==> images/ff_map.png <==
The bar under the picture is 20 um long. Other sequential cells in the stronger gray, the rest of the logic in the fainter gray.
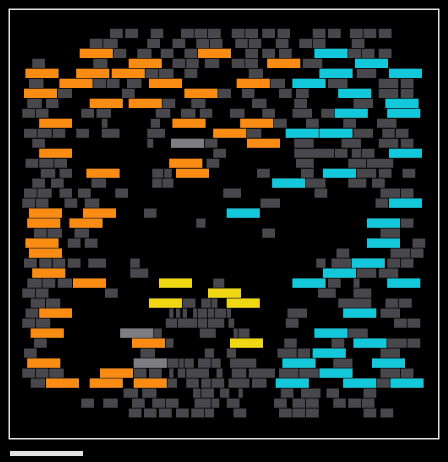
==> images/congestion_map.png <==
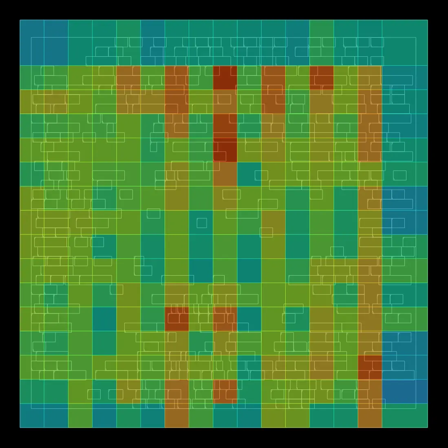
==> images/class_map.png <==
The bar under the picture is 20 um long. Fill, decap, tap and diode cells in gray.
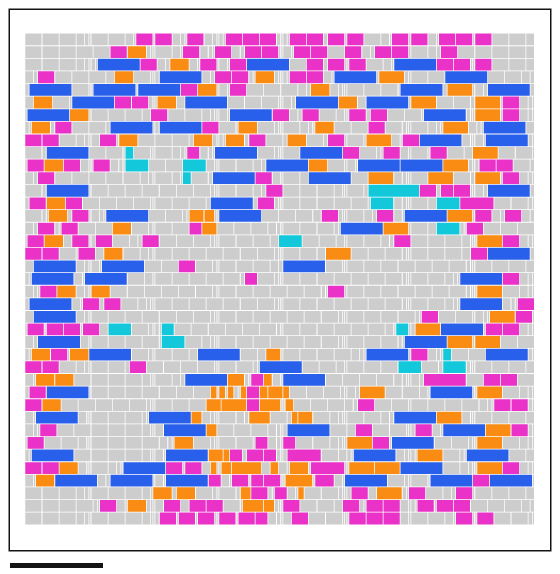
### src/rtl/mips_pkg.sv
// Purpose: shared MIPS pipeline field indices, MEM-stage FSM encoding and MEM/WB payload type.
// Latency: n/a (declarations only).
// Backpressure: n/a.
package mips_pkg;

  // MEM control field bit positions: {Branch, MemRead, MemWrite}
  localparam int BRANCH   = 2;
  localparam int MEMREAD  = 1;
  localparam int MEMWRITE = 0;

  // WB control field bit positions: {RegWrite, MemtoReg}
  localparam int REGWRITE = 1;
  localparam int MEMTOREG = 0;

  // MEM-stage access FSM
  typedef enum logic {
    S_IDLE = 1'b0,
    S_WAIT = 1'b1
  } mem_state_t;

  // Non-load payload carried into the MEM/WB register
  typedef struct packed {
    logic [1:0]  wb;
    logic [31:0] alu;
    logic [4:0]  wreg;
  } mem_wb_t;

endpackage

### src/rtl/mem_wb_reg.sv
// Purpose: MEM/WB pipeline register with bubble insertion; WB control zeroed on any bubble.
// Latency: 1 cycle from D inputs to Q outputs.
// Backpressure: bubble=1 loads an invalid entry while data fields keep their previous values.
module mem_wb_reg
  import mips_pkg::*;
(
  input  logic        clock,
  input  logic        reset_n,
  input  logic        bubble,
  input  logic        valid_d,
  input  mem_wb_t     ctl_d,
  input  logic        rd_load,
  input  logic [31:0] rdata_d,
  output logic        valid_q,
  output mem_wb_t     ctl_q,
  output logic [31:0] rdata_q
);

  // Pipeline register: bubbles clear valid/WB only, load data updates only on an acked read
  always_ff @(posedge clock or negedge reset_n) begin
    if (!reset_n) begin
      valid_q <= 1'b0;
      ctl_q   <= '0;
      rdata_q <= '0;
    end else begin
      if (bubble) begin
        valid_q  <= 1'b0;
        ctl_q.wb <= 2'b00;
      end else begin
        valid_q    <= valid_d;
        ctl_q.wb   <= valid_d ? ctl_d.wb : 2'b00;
        ctl_q.alu  <= ctl_d.alu;
        ctl_q.wreg <= ctl_d.wreg;
      end
      if (rd_load) begin
        rdata_q <= rdata_d;
      end
    end
  end

endmodule

### src/rtl/mem_stage_ctrl.sv
// Purpose: MIPS MEM stage - branch resolve, req/ack data-memory access with timeout, MEM/WB register.
// Latency: 1 cycle from ack (or from entry for non-memory ops) to MEM/WB outputs.
// Backpressure: stall holds upstream stages while an access waits for ack; timeout aborts and releases.
module mem_stage_ctrl
  import mips_pkg::*;
#(
  parameter int ADDR_W         = 10,
  parameter int TIMEOUT_CYCLES = 16
) (
  input  logic              clock,
  input  logic              reset_n,
  input  logic              in_valid,
  input  logic [31:0]       addPc,
  input  logic [31:0]       aluResult,
  input  logic              zero,
  input  logic [31:0]       readData2,
  input  logic [4:0]        writeReg,
  input  logic [1:0]        WB,
  input  logic [2:0]        MEM,
  output logic              stall,
  output logic              pcSrc,
  output logic [31:0]       branchTarget,
  output logic              dmem_req,
  output logic              dmem_we,
  output logic [ADDR_W-1:0] dmem_addr,
  output logic [31:0]       dmem_wdata,
  input  logic [31:0]       dmem_rdata,
  input  logic              dmem_ack,
  output logic              mem_err,
  output logic              memWbValid,
  output logic [31:0]       readDataOut,
  output logic [31:0]       aluResultOut,
  output logic [4:0]        writeRegOut,
  output logic [1:0]        WBOut
);

  localparam int CNT_W = $clog2(TIMEOUT_CYCLES + 1);

  mem_state_t       state_q, state_d;
  logic [CNT_W-1:0] cnt_q;
  logic             memop, misal, timeout;
  logic             req_int, stall_int, ack_eff, rd_load;
  mem_wb_t          ctl_d, ctl_q;

  assign memop   = in_valid & (MEM[MEMREAD] | MEM[MEMWRITE]);
  assign misal   = memop & (aluResult[1:0] != 2'b00);
  assign timeout = (state_q == S_WAIT) && (cnt_q == CNT_W'(TIMEOUT_CYCLES));

  // An ack only counts while a request is actually being driven; stray acks are dropped
  assign ack_eff = req_int & dmem_ack;
  // MemRead together with MemWrite is a write, so no load data is captured
  assign rd_load = ack_eff & MEM[MEMREAD] & ~MEM[MEMWRITE];

  // Request/stall are gated by reset so an abandoned access drops the instant reset asserts
  assign dmem_req     = reset_n & req_int;
  assign stall        = reset_n & stall_int;
  assign dmem_we      = MEM[MEMWRITE];
  assign dmem_addr    = aluResult[ADDR_W+1:2];
  assign dmem_wdata   = readData2;
  assign pcSrc        = in_valid & MEM[BRANCH] & zero;
  assign branchTarget = addPc;

  // FSM state register
  always_ff @(posedge clock or negedge reset_n) begin
    if (!reset_n) state_q <= S_IDLE;
    else          state_q <= state_d;
  end

  // Next state, request and stall; timeout takes priority over a coincident ack
  always_comb begin
    state_d   = state_q;
    req_int   = 1'b0;
    stall_int = 1'b0;
    case (state_q)
      S_IDLE: begin
        if (memop && !misal) begin
          req_int = 1'b1;
          if (!dmem_ack) begin
            stall_int = 1'b1;
            state_d   = S_WAIT;
          end
        end
      end
      S_WAIT: begin
        if (timeout) begin
          state_d = S_IDLE;
        end else begin
          req_int = 1'b1;
          if (dmem_ack) state_d = S_IDLE;
          else          stall_int = 1'b1;
        end
      end
      default: state_d = S_IDLE;
    endcase
  end

  // Wait-cycle counter: zero while idle so it starts at 0 on entry to WAIT
  always_ff @(posedge clock or negedge reset_n) begin
    if (!reset_n)                cnt_q <= '0;
    else if (state_q == S_IDLE)  cnt_q <= '0;
    else if (!timeout)           cnt_q <= cnt_q + CNT_W'(1);
  end

  // Sticky error flag for misaligned or timed-out accesses
  always_ff @(posedge clock or negedge reset_n) begin
    if (!reset_n)              mem_err <= 1'b0;
    else if (misal || timeout) mem_err <= 1'b1;
  end

  assign ctl_d.wb   = WB;
  assign ctl_d.alu  = aluResult;
  assign ctl_d.wreg = writeReg;

  mem_wb_reg u_mem_wb (
    .clock   (clock),
    .reset_n (reset_n),
    .bubble  (stall_int),
    .valid_d (in_valid & ~misal & ~timeout),
    .ctl_d   (ctl_d),
    .rd_load (rd_load),
    .rdata_d (dmem_rdata),
    .valid_q (memWbValid),
    .ctl_q   (ctl_q),
    .rdata_q (readDataOut)
  );

  assign aluResultOut = ctl_q.alu;
  assign writeRegOut  = ctl_q.wreg;
  assign WBOut        = ctl_q.wb;

endmodule
### config.mk
export PLATFORM = sky130hd
export DESIGN_NAME = mem_stage_ctrl
export DESIGN_NICKNAME = d
export VERILOG_FILES = /design/src/rtl/mips_pkg.sv /design/src/rtl/mem_wb_reg.sv /design/src/rtl/mem_stage_ctrl.sv
export SDC_FILE = /design/constraint.sdc
export NUM_CORES = 1
export LEC_CHECK = 0
export ABC_CLOCK_PERIOD_IN_PS = 2000
export CORE_MARGIN = 3
export CORE_UTILIZATION = 31
export CTS_BUF_LIST = sky130_fd_sc_hd__clkbuf_8
export CTS_CLUSTER_SIZE = 40
export DETAILED_ROUTE_END_ITERATION = 8
export HOLD_SLACK_MARGIN = 0.06
export PLACE_DENSITY_LB_ADDON = 0.3
export SYNTH_ARGS = -nofsm -noshare
export SYNTH_HDL_FRONTEND = slang
export SYNTH_HIERARCHICAL = 1
export SYNTH_SLANG_ARGS = --single-unit
### constraint.sdc
create_clock -name clock -period 2 [get_ports clock]
set_input_delay 0.2 -clock clock [delete_from_list [all_inputs] [get_ports clock]]
set_output_delay 0.2 -clock clock [all_outputs]
set_load 0.02 [all_outputs]
==> run notes <==
The run has ended; figures from its reports follow.

The setup violation total in the final timing report came out at 8. The worst path setup slack after routing is -0.0228 ns. The endpoint of the worst register-to-register path is u_mem_wb/rdata_q[5]$_DFFE_PN0P_. The worst setup slack before clock tree synthesis came out at -0.237 ns. The switching share of power is roughly 29%. Setup repair after global routing could not meet its margin everywhere. The kind of cell adding the most delay to the critical path is simple AND/OR/NAND/NOR gates. The total DRC errors in the routed layout came out at 0. The TritonCTS sink count came out at slightly below 80. The total net switching power came out at 1.36 mW. The worst-case register-to-register setup slack came out at -0.02 ns.

The timing report shows that the slowest cell on the worst path is sky130_fd_sc_hd__dfrtp_1. The sequential share of power came out at between 40% and 50%. The run finished, with violations left. The most common logic cells in the final layout are 162 x sky130_fd_sc_hd__clkdlybuf4s50_1, 79 x sky130_fd_sc_hd__dfrtp_1, 37 x sky130_fd_sc_hd__mux2_2. The first-pass GRT wire length came out at about 13 mm. The synthesized design devotes to its leading area cell type 52.2% of total area. The checks that failed: setup timing.

After the last flow step, the layout net total stands at roughly 520. The antenna cell count is 0.
Notes on ff_map.png above:
cnt_q: shown in yellow, placed flops 5. u_mem_wb/ctl_q: shown in orange, placed flops 39. u_mem_wb/rdata_q: shown in cyan, placed flops 32, where a vertical strip on the right.
Another 3 sequential cells are not colored.
fraction of the core area covered by cells at the end of the flow: 45.9%
Flop area: 1980 um^2
Seq/total area: 36.9%

Notes on congestion_map.png above:
met1 track demand over resource in global routing: 14.3%
most heavily used metal layer in global routing: met2
detail-routed net length per standard cell: 17.5 um
met2 usage: 21.9%

Notes on class_map.png above:
remaining logic cells: shown in orange, cells 103. registers: shown in blue, cells 79. remaining buffers and delay cells: shown in magenta, cells 183. clock drivers and dummy loads: shown in cyan, cells 16.
Rows: 39
final instance area: 5350 um^2

## synthesized netlist by cell type (all sizes together), types with 2 or more instances
cell type and number:
ha 2, mux2 69, inv 3, buf 84, nor2 6, xnor2 2
nand3 2, and3b 2, xor2 2, dfrtp 79, nor2b 2, nor3 2
## flip-flops by register name, indices dropped and copies added (netlist names)
signal            count
cnt_q                 5
u_mem_wb/ctl_q       39
u_mem_wb/valid_q      1
mem_err               1
u_mem_wb/rdata_q     32
state_q               1
## routing by layer
| metal | share of wire [%] | GRT usage [%] | vias up |
|---|---|---|---|
| met3 | 8.8 | 5.54 | 36 |
| met4 | 2.8 | 5.34 | 0 |
| met2 | 51 | 21.9 | 106 |
| met5 | 0 | 0 | - |
| li1 | - | - | 1034 |
| met1 | 37 | 14.3 | 1131 |
## timing repair
action	CTS	global route
setup endpoints to repair	4	34
hold buffers	1	0
cloned	0	2
hold endpoints to repair	32	0
buffers inserted	0	2
resized	8	7
## worst max-delay path by stage
stage / startpoint / endpoint / slack [ns] / cells after the start
3_5_place_dp: aluResult[1] / u_mem_wb/rdata_q[31]$_DFFE_PN0P_ / -0.24 / 6
5_1_grt: cnt_q[0]$_DFFE_PN0P_ / u_mem_wb/rdata_q[5]$_DFFE_PN0P_ / -0.09 / 8
3_3_place_gp: aluResult[1] / stall / -0.22 / 5
4_1_cts: cnt_q[0]$_DFFE_PN0P_ / u_mem_wb/rdata_q[31]$_DFFE_PN0P_ / -0.03 / 7
6_report: cnt_q[0]$_DFFE_PN0P_ / u_mem_wb/rdata_q[5]$_DFFE_PN0P_ / -0.02 / 8
2_1_floorplan: cnt_q[0]$_DFFE_PN0P_ / u_mem_wb/rdata_q[10]$_DFFE_PN0P_ / 0.01 / 9
## power by group through the flow
stage	Sequential, mW	Combinational, mW	Clock, mW
2_1_floorplan	2.32	0.589	0
3_5_place_dp	2.02	1.53	0
4_1_cts	2.00	1.53	1.26
5_1_grt	2.03	1.60	1.32
6_report	2.00	1.52	1.19
3_3_place_gp	2.03	1.51	0
## worst reg2reg max path, cell delays in order, from the launching register on
cell and delay, ns:
sky130_fd_sc_hd__dfrtp_1 0.36, sky130_fd_sc_hd__inv_2 0.04, sky130_fd_sc_hd__ha_2 0.16, sky130_fd_sc_hd__and4bb_1 0.22, sky130_fd_sc_hd__o22a_4 0.27, sky130_fd_sc_hd__nor3_4 0.23, sky130_fd_sc_hd__buf_6 0.16, sky130_fd_sc_hd__clkbuf_16 0.16
sky130_fd_sc_hd__mux2_4 0.30
## cells by family after synthesis
kind of cell / synth area share [%]
buffers and inverters: 18.1
DFF: 52.2
muxes: 23.8
and+or+nand+nor: 3.47
xor gates and xnor gates: 0.925
AOI/OAI and AO/OA: 0.826
adders and majority gates: 0.661
## cell type report
cell class | instances | area share [%]
sequential | 79 | 36.9
clock inverter | 6 | 1.12
multi-input combinational | 100 | 21.4
tap | 143 | 3.34
timing repair buffer | 183 | 34.4
inverter | 3 | 0.210
clock buffer | 10 | 2.57
Power and IR drop assume default switching activity.
